--- config.mk ---
export PLATFORM = sky130hd
export DESIGN_NAME = muldiv_unit
export DESIGN_NICKNAME = d
export VERILOG_FILES = /design/src/rtl/muldiv_pkg.sv /design/src/rtl/div_step.sv /design/src/rtl/muldiv_unit.sv
export SDC_FILE = /design/constraint.sdc
export NUM_CORES = 1
export LEC_CHECK = 0
export CORE_MARGIN = 2
export CORE_UTILIZATION = 57
export DETAILED_ROUTE_END_ITERATION = 8
export PLACE_DENSITY_LB_ADDON = 0.15
export SLEW_MARGIN = 0
export SYNTH_ARGS = -nofsm -noshare
export SYNTH_HDL_FRONTEND = slang
export SYNTH_HIERARCHICAL = 1
export SYNTH_SLANG_ARGS = --single-unit
export TNS_END_PERCENT = 20
--- constraint.sdc ---
create_clock -name clk -period 3.66 [get_ports clk]
set_input_delay 0.549 -clock clk [delete_from_list [all_inputs] [get_ports clk]]
set_output_delay 0.549 -clock clk [all_outputs]
set_load 0.05 [all_outputs]
--- src/rtl/muldiv_pkg.sv ---
// rtl/muldiv_pkg.sv - shared types and constants for the iterative multiply/divide unit
package muldiv_pkg;

  localparam int MULDIV_ITER = 8;

  typedef enum logic [1:0] {
    OP_MUL   = 2'b00,
    OP_MULHU = 2'b01,
    OP_DIVU  = 2'b10,
    OP_REMU  = 2'b11
  } muldiv_op_t;

  typedef enum logic [1:0] {
    S_IDLE = 2'b00,
    S_RUN  = 2'b01,
    S_DONE = 2'b10
  } muldiv_state_t;

endpackage

--- src/rtl/div_step.sv ---
// rtl/div_step.sv - one combinational restoring-division step
module div_step #(
  parameter int WIDTH = 8
) (
  input  logic [WIDTH-1:0] rem_i,
  input  logic             bit_i,
  input  logic [WIDTH-1:0] divisor_i,
  output logic [WIDTH-1:0] rem_o,
  output logic             q_o
);

  // The stored remainder is always below the divisor, so it fits in WIDTH bits;
  // the shifted partial needs WIDTH+1 bits before the compare.
  logic [WIDTH:0]   shifted;
  logic [WIDTH-1:0] diff;

  // Shift in the next dividend bit, subtract the divisor when it fits.
  always_comb begin
    shifted = {rem_i, bit_i};
    diff    = shifted[WIDTH-1:0] - divisor_i;
    q_o     = (shifted >= {1'b0, divisor_i});
    rem_o   = q_o ? diff : shifted[WIDTH-1:0];
  end

endmodule

--- src/rtl/muldiv_unit.sv ---
// rtl/muldiv_unit.sv - iterative unsigned MUL/MULHU/DIVU/REMU with single write-back pulse
module muldiv_unit
  import muldiv_pkg::*;
#(
  parameter int WIDTH = MULDIV_ITER
) (
  input  logic             clk,
  input  logic             rst,
  input  logic             start,
  input  logic [1:0]       op,
  input  logic [WIDTH-1:0] a,
  input  logic [WIDTH-1:0] b,
  input  logic [4:0]       rd,
  output logic             busy,
  output logic [WIDTH-1:0] wd,
  output logic [4:0]       wa,
  output logic             we
);

  localparam int CW = (WIDTH > 1) ? $clog2(WIDTH) : 1;
  localparam logic [CW-1:0] CNT_LAST = CW'(WIDTH - 1);

  muldiv_state_t      state_q;
  muldiv_op_t         op_q;
  logic [WIDTH-1:0]   a_q;
  logic [WIDTH-1:0]   b_q;
  logic [4:0]         rd_q;
  logic [CW-1:0]      cnt_q;
  logic [2*WIDTH-1:0] prod_q;
  logic [WIDTH-1:0]   rem_q;
  logic [WIDTH-1:0]   quo_q;
  logic               busy_q;
  logic               we_q;
  logic [WIDTH-1:0]   wd_q;
  logic [4:0]         wa_q;

  logic [WIDTH:0]     mul_sum;
  logic [2*WIDTH-1:0] prod_d;
  logic [WIDTH-1:0]   rem_d;
  logic [WIDTH-1:0]   quo_d;
  logic               q_bit;
  logic [WIDTH-1:0]   result_d;

  // quo_q doubles as the dividend shifter: its MSB feeds the step while quotient bits enter at the LSB.
  div_step #(.WIDTH(WIDTH)) u_div_step (
    .rem_i     (rem_q),
    .bit_i     (quo_q[WIDTH-1]),
    .divisor_i (b_q),
    .rem_o     (rem_d),
    .q_o       (q_bit)
  );

  // Next iteration of both datapaths and the result as it will stand after this edge.
  always_comb begin
    mul_sum = {1'b0, prod_q[2*WIDTH-1:WIDTH]} + (prod_q[0] ? {1'b0, a_q} : '0);
    prod_d  = {mul_sum, prod_q[WIDTH-1:1]};
    quo_d   = {quo_q[WIDTH-2:0], q_bit};
    case (op_q)
      OP_MUL:   result_d = prod_d[WIDTH-1:0];
      OP_MULHU: result_d = prod_d[2*WIDTH-1:WIDTH];
      OP_DIVU:  result_d = quo_d;
      default:  result_d = rem_d;
    endcase
  end

  // Control FSM with registered busy/write-back outputs.
  always_ff @(posedge clk) begin
    if (rst) begin
      state_q <= S_IDLE;
      op_q    <= OP_MUL;
      a_q     <= '0;
      b_q     <= '0;
      rd_q    <= '0;
      cnt_q   <= '0;
      prod_q  <= '0;
      rem_q   <= '0;
      quo_q   <= '0;
      busy_q  <= 1'b0;
      we_q    <= 1'b0;
      wd_q    <= '0;
      wa_q    <= '0;
    end else begin
      case (state_q)
        S_IDLE: begin
          we_q <= 1'b0;
          if (start) begin
            a_q    <= a;
            b_q    <= b;
            op_q   <= muldiv_op_t'(op);
            rd_q   <= rd;
            cnt_q  <= '0;
            prod_q <= {{WIDTH{1'b0}}, b};
            rem_q  <= '0;
            quo_q  <= a;
            busy_q <= 1'b1;
            if (op[1] && (b == '0)) begin
              // Divide by zero: quotient all ones, remainder is the dividend.
              state_q <= S_DONE;
              we_q    <= (rd != 5'd0);
              wd_q    <= op[0] ? a : '1;
              wa_q    <= rd;
            end else begin
              state_q <= S_RUN;
            end
          end
        end
        S_RUN: begin
          prod_q <= prod_d;
          rem_q  <= rem_d;
          quo_q  <= quo_d;
          cnt_q  <= cnt_q + CW'(1);
          if (cnt_q == CNT_LAST) begin
            state_q <= S_DONE;
            we_q    <= (rd_q != 5'd0);
            wd_q    <= result_d;
            wa_q    <= rd_q;
          end
        end
        S_DONE: begin
          state_q <= S_IDLE;
          busy_q  <= 1'b0;
          we_q    <= 1'b0;
        end
        default: begin
          state_q <= S_IDLE;
          busy_q  <= 1'b0;
          we_q    <= 1'b0;
        end
      endcase
    end
  end

  assign busy = busy_q;
  assign we   = we_q;
  assign wd   = wd_q;
  assign wa   = wa_q;

endmodule

==> flow_metrics.env <==
# source this file to load flow results
export IMPL_postSynthSeqShare_pct=36.8
export IMPL_power_frac_comb_pct=24.9
export IMPL_ys_dominant_reg_cell="dfxtp_1"
export IMPL_ctsHtreeMaxLevel=3
export IMPL_drv_cap=0
export IMPL_period_used_pct=83.2
export IMPL_rsz0062_at_grt="no"
export IMPL_synth_flops=75
export IMPL_synth_cell_type_count=58
export IMPL_syn2layout_area_growth_pct=17.4
export IMPL_powerDensity_nw_per_um2=491
export IMPL_drive_gt1_share_pct=8.26
export IMPL_clockBufferDepth=2
export IMPL_cts_hold_buf=0
export IMPL_grt_pass1_vias=3572
export IMPL_edf_count=0
export IMPL_dp_hpwl_mm=7.76
export IMPL_root_buffer="clkbuf_8"
export IMPL_cts_setup_buffers=0
export IMPL_slew_headroom_pct=32.3
export IMPL_dp_cells=625
export IMPL_clkTransAtPathRegs_ns=0.08
export IMPL_worst_hold_startpoint="a_q[1]"
export IMPL_fp_dieH_um=88.6
export IMPL_arrival_ns=3.30
export IMPL_timing_setup_tns_ns=0
export IMPL_cp_startpoint="b_q[6]"
export IMPL_n_fill_cell=582
export IMPL_timing_rr_end="wd[4]"
export IMPL_clock_sinks=75
export IMPL_seq_cell_power_uw=901
export IMPL_floorplan_die_width_um=88.6
export IMPL_ys_sh_xor_pct=1.07
export IMPL_num_rows=30
export IMPL_simple_gate_share_pct=24.4
export IMPL_yosysTopAreaCellShare_pct=36.8
export IMPL_min_path_cells=2
export IMPL_status="finished clean"
export IMPL_r2r_start="b_q[6]"
export IMPL_ant_nets=0
export IMPL_drt_iter0_drc=350
export IMPL_postCtsResizedCells=0
export IMPL_ys_sh_mux_pct=5.89
[final cells by class]
| cell class | instances | area (sq um) | area share [%] |
|---|---|---|---|
| Clock buffer | 9 | 124 | 2.58 |
| Clock inverter | 7 | 149 | 3.11 |
| Inverter | 18 | 67.6 | 1.41 |
| Multi-Input combinational cell | 389 | 2380 | 49.7 |
| Sequential cell | 75 | 1500 | 31.3 |
| Tap cell | 96 | 120 | 2.51 |
| Timing Repair Buffer | 47 | 448 | 9.35 |
[Yosys cell counts, drive strengths merged (6+ instances only)]
cell type and n:
nand3 23, dfxtp 75, mux2 10, a21o 7, and2 9, inv 18
nor2 28, nor2b 7, nand2 116, ha 18, a21oi 52, o21ai 9
mux2i 6, buf 7, clkbuf 26, nor3 13, a31oi 19, a311oi 7
[stage by stage]
step,instance area (sq um),power (uW),util [%]
2_1_floorplan,4080,1360,-
3_3_place_gp,4520,1480,65.8
3_5_place_dp,4520,1490,65.8
4_1_cts,4790,2350,69.8
5_1_grt,4790,2450,69.8
6_report,4790,2350,69.8
[critical path, cell delays in order, from the launching register on]
cell	delay, ns
dfxtp_1	0.34
inv_1	0.05
ha_1	0.34
a21o_1	0.24
a2111oi_2	0.37
o21a_1	0.31
mux2_4	0.34
mux2_2	0.26
a221oi_1	0.25
a31oi_1	0.08
a22o_1	0.22
a21o_1	0.14
[per-layer routing]
layer / routed length, um / track usage (%)
met5: 0 / 0
met4: 350 / 12.3
met3: 832 / 5.32
met2: 4950 / 44.4
met1: 4840 / 39.6
[sequential cells by signal, indices dropped and copies added, names as in the netlist, 2 cells and up]
name / count
prod_q: 16
rd_q: 5
a_q: 8
b_q: 8
quo_q: 8
state_q: 2
rem_q: 8
wa: 5
op_q: 2
cnt_q: 3
wd: 8
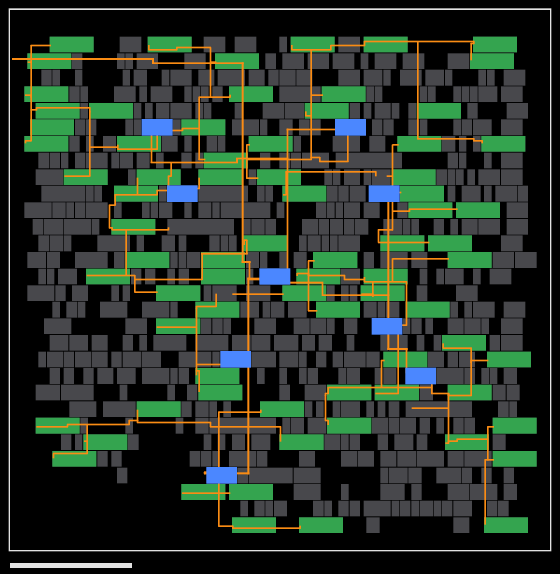
Figure 1: clock network drawn from the DEF.
Bar = 20 um.
orange -> clock wires  # length 944 um
green -> flip-flops  # count 75
blue -> clock-net drivers  # count 9
flops lie = widely spread
routed clock nets = 10
Power Clock: 866 uW
power share of the clock group: 36.8%
Late-Pin Clk Latency: 0.36 ns
Clock Skews: 0.0105 ns

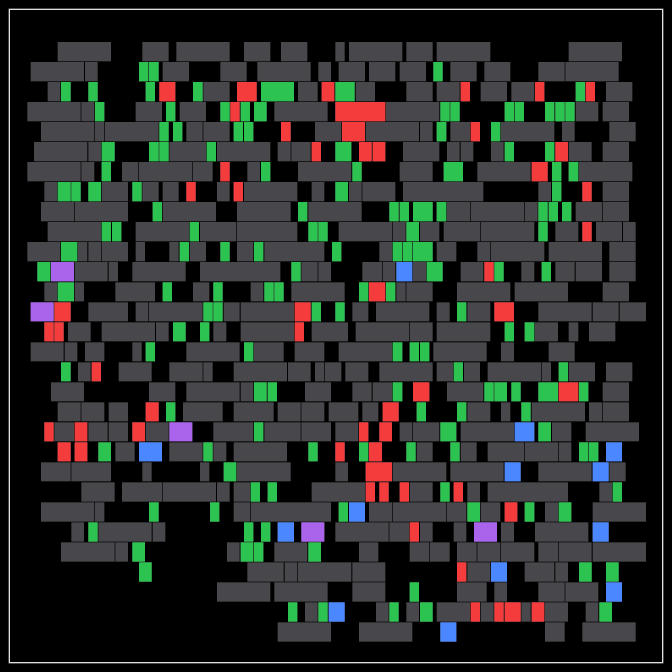
Figure 2: gate-type map.
blue -> and/or cells  # cells 13, most used and2_1
green -> nand cells  # cells 150, most used nand2_1, where widely spread
purple -> xor and xnor cells  # cells 5, most used xnor2_1
red -> nor cells  # cells 55, most used nor2_1, where widely spread

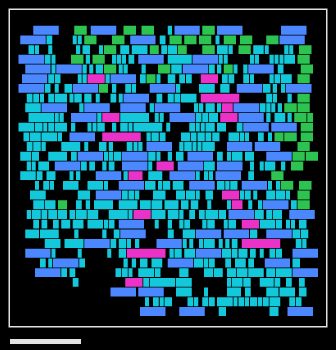
Figure 3: cell classes on the final placement.
Bar = 20 um.
magenta -> clock drivers and dummy loads  # cells 16
cyan -> remaining logic cells  # cells 407
green -> remaining buffers and delay cells  # cells 47
blue -> registers  # cells 75

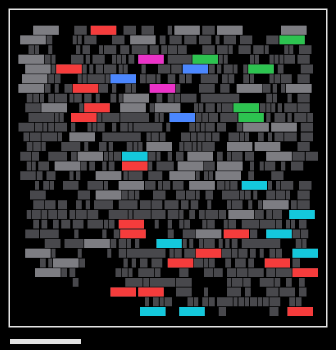
Figure 4: register map, names as in the netlist.
Bar = 20 um. Other sequential cells in the stronger grey, the rest of the logic in the fainter grey.
magenta -> state_q  # placed flops 2
blue -> cnt_q  # placed flops 3
cyan -> a_q  # placed flops 8
red -> prod_q  # placed flops 16, where widely spread
green -> rd_q  # placed flops 5, where top right
not coloured = 41

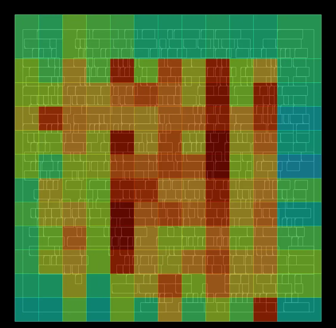
Figure 5: congestion heat map.
post-layout util: 69.8%
Total GRT Usage: 28.8%
met2 usage: 44.4%

Power figures rest on the tool's default switching activity, not on a simulated workload.
